## src/rtl/cpu_pkg.sv

```systemverilog
// Shared CPU constants and the IF/ID payload type used by the fetch stage.
package cpu_pkg;
    localparam logic [31:0] NOP_INSTR    = 32'h0000_0000;
    localparam logic [31:0] RESET_PC_DEF = 32'h0000_0000;
    localparam int          IM_AW_DEF    = 10;

    typedef struct packed {
        logic [31:0] instr;
        logic [31:0] pc4;
        logic        valid;
    } if_id_t;

    localparam if_id_t IF_ID_BUBBLE = '{instr: NOP_INSTR, pc4: 32'h0, valid: 1'b0};
endpackage

```

## src/rtl/if_id_reg.sv

```systemverilog
// IF/ID pipeline register: bubble overrides hold, hold overrides load.
module if_id_reg
    import cpu_pkg::*;
(
    input  logic   clk,
    input  logic   rst_n,
    input  logic   hold_i,
    input  logic   bubble_i,
    input  if_id_t d_i,
    output if_id_t q_o
);
    if_id_t q_q;

    always_ff @(posedge clk or negedge rst_n) begin
        if (!rst_n)        q_q <= IF_ID_BUBBLE;
        else if (bubble_i) q_q <= IF_ID_BUBBLE;
        else if (!hold_i)  q_q <= d_i;
    end

    assign q_o = q_q;
endmodule

```

## src/rtl/if_stage.sv

```systemverilog
// Instruction fetch: PC register, next-PC select, IF/ID register and fetch counter.
module if_stage
    import cpu_pkg::*;
#(
    parameter logic [31:0] RESET_PC = RESET_PC_DEF,
    parameter int          IM_AW    = IM_AW_DEF
) (
    input  logic             clk,
    input  logic             rst_n,
    input  logic             stall,
    input  logic             flush,
    input  logic             br_taken,
    input  logic [31:0]      br_target,
    input  logic             jmp,
    input  logic [31:0]      jmp_target,
    output logic [IM_AW-1:0] im_addr,
    input  logic [31:0]      im_dout,
    output logic [31:0]      pc,
    output logic [31:0]      if_id_instr,
    output logic [31:0]      if_id_pc4,
    output logic             if_id_valid,
    output logic [31:0]      fetch_cnt
);
    logic [31:0] pc_q, pc_d;
    logic [31:0] cnt_q, cnt_d;
    logic [31:0] pc4;
    logic [31:0] tgt;
    logic        redirect, bubble, load;
    if_id_t      if_id_d, if_id_q;

    assign pc4      = pc_q + 32'd4;
    assign redirect = br_taken | jmp;
    assign tgt      = (br_taken ? br_target : jmp_target) & 32'hFFFF_FFFC;

    // A redirect blocked by stall is dropped entirely; it must not kill the held IF/ID.
    assign bubble = flush | (redirect & ~stall);
    assign load   = ~bubble & ~stall;

    always_comb begin
        pc_d = pc4;
        if (stall)         pc_d = pc_q;
        else if (redirect) pc_d = tgt;
    end

    assign cnt_d   = load ? cnt_q + 32'd1 : cnt_q;
    assign if_id_d = '{instr: im_dout, pc4: pc4, valid: 1'b1};

    always_ff @(posedge clk or negedge rst_n) begin
        if (!rst_n) begin
            pc_q  <= RESET_PC;
            cnt_q <= 32'd0;
        end else begin
            pc_q  <= pc_d;
            cnt_q <= cnt_d;
        end
    end

    if_id_reg u_if_id (
        .clk      (clk),
        .rst_n    (rst_n),
        .hold_i   (stall),
        .bubble_i (bubble),
        .d_i      (if_id_d),
        .q_o      (if_id_q)
    );

    assign pc          = pc_q;
    assign im_addr     = pc_q[IM_AW+1:2];
    assign if_id_instr = if_id_q.instr;
    assign if_id_pc4   = if_id_q.pc4;
    assign if_id_valid = if_id_q.valid;
    assign fetch_cnt   = cnt_q;
endmodule

```

## config.mk

```make
export PLATFORM = sky130hd
export DESIGN_NAME = if_stage
export DESIGN_NICKNAME = d
export VERILOG_FILES = /design/src/rtl/cpu_pkg.sv /design/src/rtl/if_id_reg.sv /design/src/rtl/if_stage.sv
export SDC_FILE = /design/constraint.sdc
export NUM_CORES = 1
export LEC_CHECK = 0
export CORE_ASPECT_RATIO = 0.6
export CORE_MARGIN = 1
export CORE_UTILIZATION = 45
export DETAILED_ROUTE_END_ITERATION = 8
export MAX_ROUTING_LAYER = met4
export PLACE_DENSITY = 0.78
export SYNTH_ARGS = -nofsm -noshare
export SYNTH_HDL_FRONTEND = slang
export SYNTH_SLANG_ARGS = --single-unit
```

## constraint.sdc

```tcl
create_clock -name clk -period 3.3 [get_ports clk]
set_clock_uncertainty 0.2 [all_clocks]
set_input_delay 0.33 -clock clk [delete_from_list [all_inputs] [get_ports clk]]
set_output_delay 0.33 -clock clk [all_outputs]
set_load 0.03 [all_outputs]
```

**Run 1: ports around the boundary**

Pins as bars across the die edge, other pins in gray.
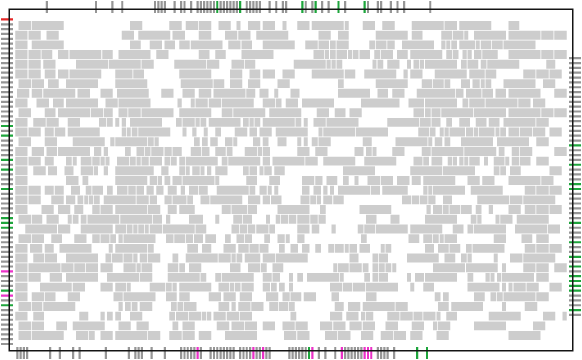
if_id_pc4 -> green  # pins 32, direction output, edge 13 east, 10 west, 6 north, 3 south
im_addr -> magenta  # pins 10, direction output, edge 8 south, 2 west
clk -> red  # pins 1, direction input, edge west
all pins by edge = 68 west, 68 south, 54 east, 51 north
buffers added on ports: 232
die height: 95.5 um

**Run 1: track usage over the die**

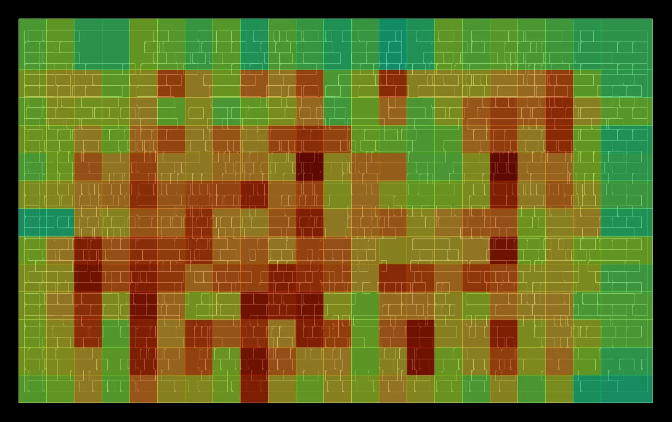
final design utilization: 69.3%
met1 usage: 42.4%
GRT Util Overall: 31.3%

**Run 1: met4 routing**

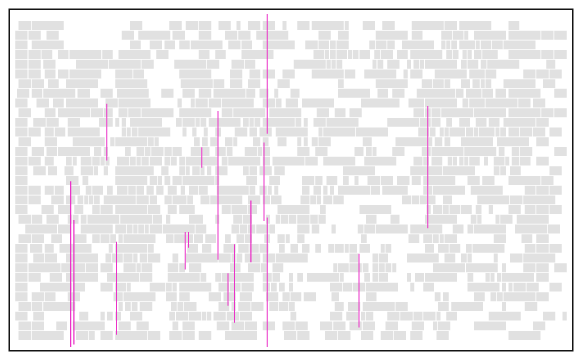
share of all routed wire = 1.7%
nets with wire on the layer = 15
longest straight run = 46.2 um
wire length on this layer = 377 um
main direction = vertical

==> flow_summary.ini, run 1 <==
; implementation run metrics
[clock_network]
post_cts_resized = 0
cts_inserted_buffers = 17
cts_tree = done
clock_latency_ns = 0.41

[setup_path]
cpPeakStageDelay_ns = 0.72
r2r_cells = 5
crit_start = pc[2]
endpoint_kind = register
cp-endpoint = pc[26]

[die]
pin_count = 241
tap_cells = 192
initial_core_util_pct = 47.1

[power_and_ir_drop]
seq_cell_power_mw = 1.81
power_density_mw_per_mm2 = 498
seqPwrFrac_pct = 37.7
p_sw_mw = 1.51
swShare_pct = 31.3
worst_ir_drop_vdd_uv = 306
intPower_mw = 3.30
clock_power_mw = 1.98

[run_status]
run_status = finished clean

[flow_run]
maxCapViolCount = 0

[global_routing]
use_met2_pct = 45.3
antenna_found_initial = 0
grt-busiest-layer = met2

[detailed_routing]
drt-wirelength-per-cell_um = 20.2
viasPerCell = 5.95
first_pass_iters = 7

[synthesis]
ys_sh_adder_pct = 0.382
yosys.area.top_type_share_pct = 47.7
ys.flop_type = dfrtp_1

[cells_and_area]
synthToLayoutAreaGrowth_pct = 47.1
seq_area_mm2 = 0.00313
fin_nets = 998
final_area_mm2 = 0.00964
fin_cells = 1099

[timing]
fmax_mhz = 366
slew_violations = 0
setup_tns_ns = 0
tightest_slew_ns = 0.941
**Run 1: sequential cells colored by netlist name**

Other cells in gray.
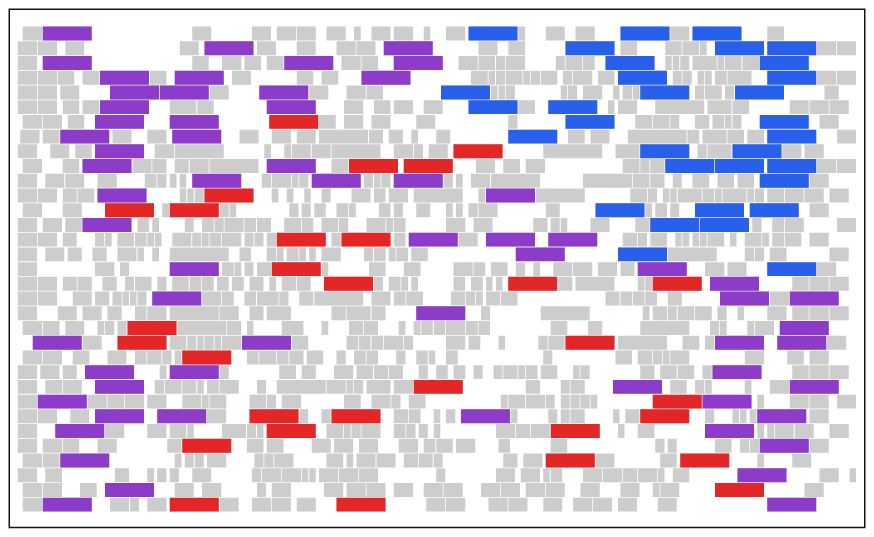

==> inputs of run 2 (changes only) <==
clock period = 2.6 ns   (was 3.3 ns; I/O delays follow)
**Run 2: sequential cells colored by netlist name**

Other cells in gray.
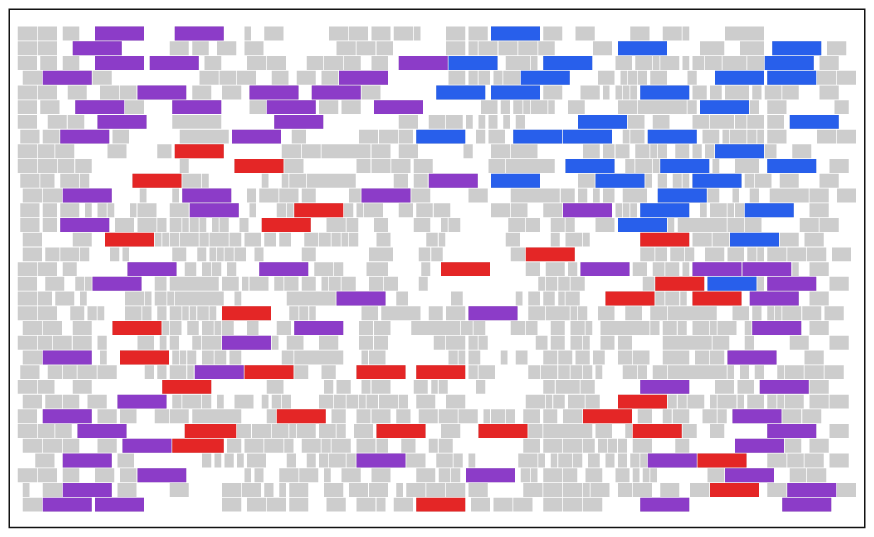
u_if_id.q_o -> purple  # flops 63, where all over the die
pc -> red  # flops 30
fetch_cnt -> blue  # flops 32, where north-east
final design utilization: 70.7%
Seq area share: 31.8%
Seq. pwr: 2.26 mW
Seq. cell area: 0.00313 mm^2

==> run 2 against run 1 <==
Compared with the run above: critical path depth up 1; critical path type unchanged; clock-buffer cell count up 1; highest routed layer unchanged; final cell count grew 2.5%; via count is 2.0% higher.
==> flow_summary.ini, run 2 <==
; implementation run metrics
[setup_path]
rr_endpoint = pc[24]
crit_start = pc[2]
crit_path_max_fanout = 5
cp-endpoint = pc[24]
path_class = reg -> reg
endpoint_kind = register
cpPeakStageDelay_ns = 0.73
ff2ff_setup_slack_ns = 0.15
r2r_cells = 6
timing.critical_path.buf_inv = 1
cp.depth = 6
worstPathCellList = ha_4 > nand4_1 > or4_1 > buf_4 > nor3_1 > a311o_1

[cells_and_area]
synthToLayoutAreaGrowth_pct = 50.0
largest_register_ffs = 63
fin_nets = 1025
logic_gates = 480
final_layout_size_suffix_gt1_share_pct = 11.2
final_area_mm2 = 0.00983
fin_cells = 1126
clockBufferCount = 19

[die]
rows = 33
tap_cells = 192
dieHeight_um = 95.5
pin_count = 241
initial_core_util_pct = 47.1

[timing]
slew_violations = 0
setup_tns_ns = 0
slew_headroom_pct = 33.5
fin_ws_ns = 0.147
tightest_slew_ns = 0.993
whs_ns = 0.0247
fmax_mhz = 408

[flow_run]
maxCapViolCount = 0
warnings = 30

[detailed_routing]
drcViolationCount = 0
ant_nets = 0
wirelength_um = 22000
viasPerCell = 5.93
top_layer_used = met4
first_pass_iters = 5
drt-wirelength-per-cell_um = 19.6
dr_wl_met3_um = 1970

[power_and_ir_drop]
swShare_pct = 32.0
worst_ir_drop_vdd_uv = 387
seqPwrFrac_pct = 38.0
power_frac_comb_pct = 23.2
p_sw_mw = 1.91
intPower_mw = 4.05
clock_power_mw = 2.31
power_density_mw_per_mm2 = 606
pwr-share-clk_pct = 38.8

[synthesis]
yosys.area.top_type_share_pct = 47.7
ys.flop_type = dfrtp_1
ys_sh_adder_pct = 0.382
syn_inst = 686
yosysTopAreaCell = dfrtp_1
ys_cells = 686
edf_count = 0

[global_routing]
grt_use_met1_pct = 43.8
grt-busiest-layer = met2
grtUsageTotal_pct = 31.2
use_met2_pct = 45.5
grt_pass1_vias = 6430
antenna_found_initial = 0

[clock_network]
cts_inserted_buffers = 17
cts_tree = done
clk_pin_slew_ns = 0.06
clock_latency_ns = 0.42
post_cts_resized = 0
htreeDepth = 4

[placed_design]
portBuffers = 232
preCtsSetupSlack_ns = -0.242

[run_status]
run_status = finished clean

[hold_path]
hold_class = in -> async
**Run 2: ports around the boundary**

Pins as bars across the die edge, other pins in gray.
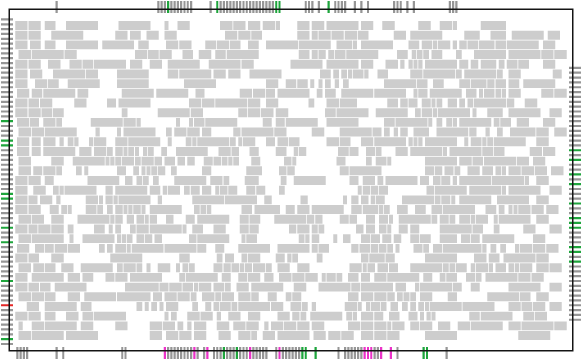

==> inputs of run 3 (changes only) <==
REMOVE_ABC_BUFFERS = 1   (was unset)
**Run 3: ports around the boundary**

Pins as bars across the die edge, other pins in gray.
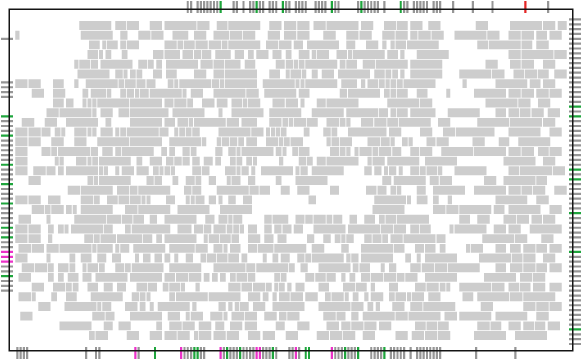
im_addr -> magenta  # pins 10, direction output, edge 7 south, 3 west
if_id_pc4 -> green  # pins 32, direction output, edge 11 south, 8 west, 7 east, 6 north
clk -> red  # pins 1, direction input, edge north

==> run 3 against run 2 <==
Compared with the run above: final cell count is 0.27% lower; area after synthesis stayed put; sequential power hardly changed; die area stayed put; synthesized cell count stayed put; maximum frequency is 0.22% lower; clock-buffer cell count is 1 lower; combinational power hardly changed; flip-flop count stayed put; cell area is 0.29% higher; critical path depth is 2 lower; sequential share of layout area is 0.12 points lower; critical path type unchanged; largest power group unchanged.
==> flow_summary.ini, run 3 <==
; implementation run metrics
[run_status]
run_status = finished clean

[setup_path]
cp.depth = 4
rr_endpoint = pc[23]
endpoint_kind = register
path_class = reg -> reg
timing.critical_path.buf_inv = 0
cp-endpoint = pc[23]
r2r_cells = 4

[clock_network]
cts_tree = done
clk_pin_slew_ns = 0.06
post_cts_resized = 0
cts_inserted_buffers = 17
clock_latency_ns = 0.41

[global_routing]
use_met2_pct = 47.3
grt_use_met1_pct = 41.1
antenna_found_initial = 0

[die]
tap_cells = 192
initial_core_util_pct = 47.1
pin_count = 241
rows = 33

[hold_path]
hold_class = in -> async

[cells_and_area]
final_layout_size_suffix_gt1_share_pct = 10.5
sh_seq_area_pct = 31.7
fin_util_pct = 70.9
seq_area_mm2 = 0.00313
logic_gates = 480
fin_cells = 1123
final_area_mm2 = 0.00986
fin_nets = 1022

[power_and_ir_drop]
p_sw_mw = 1.90
pwr-share-clk_pct = 41.7
clock_power_mw = 2.58
power_frac_comb_pct = 21.9
swShare_pct = 30.6
power_density_mw_per_mm2 = 628
seq_cell_power_mw = 2.26
intPower_mw = 4.30

[timing]
slew_headroom_pct = 59.8
fmax_mhz = 407
whs_ns = 0.143
tightest_slew_ns = 0.597
slew_violations = 0
setup_tns_ns = 0
fin_ws_ns = 0.141

[detailed_routing]
viasPerCell = 5.93
first_pass_iters = 5
dr_wl_met3_um = 2030
wirelength_um = 22400
drcViolationCount = 0
top_layer_used = met4
ant_nets = 0

[placed_design]
preCtsSetupSlack_ns = -0.229

[synthesis]
ys_cells = 686
yosys.area.top_type_share_pct = 47.7
ys.flop_type = dfrtp_1
syn_inst = 686

[flow_run]
warnings = 29

==> layout pictures side by side <==
Routed clock nets over the placement.
Bar = 50 um.
image #1
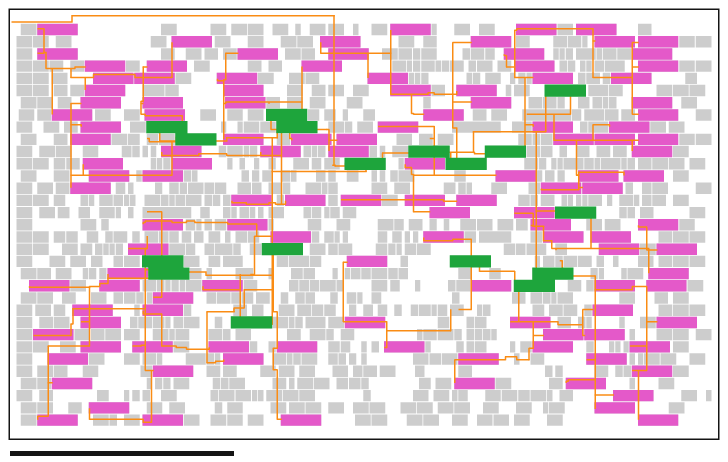
image #2
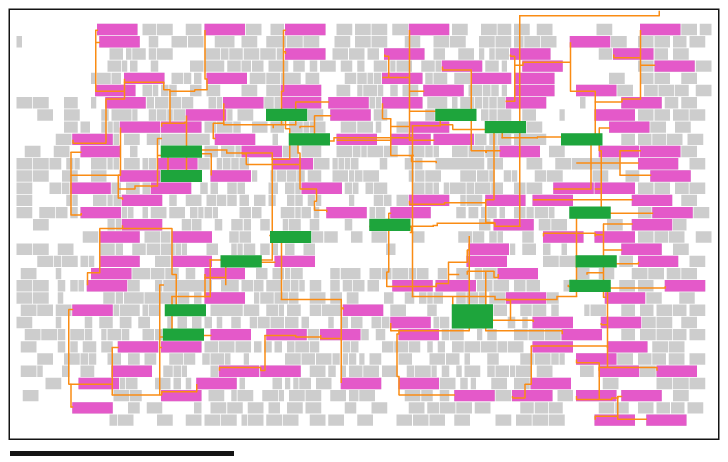
image #3
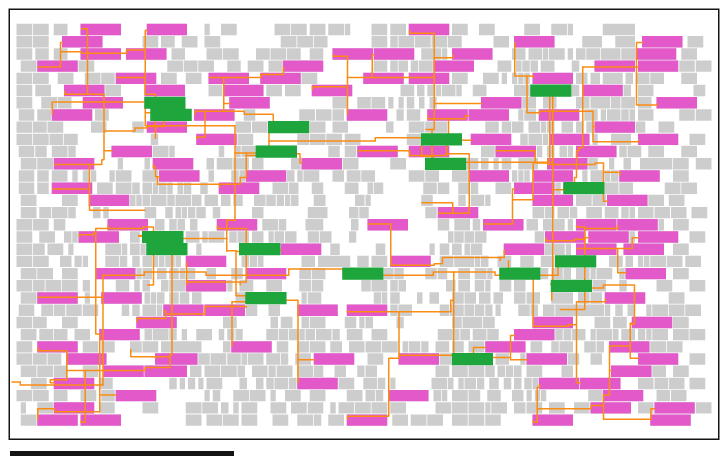
- run 3 = image #2
- run 2 = image #3
- run 1 = image #1

Key to image #1:
cells driving clock nets -> green  # count 17
flip-flops -> magenta  # count 125
clock wires -> orange  # length 1,750 um
routed clock nets = 18
flops lie = all over the die

No activity file was given, so power comes from the tool's default toggle rates.
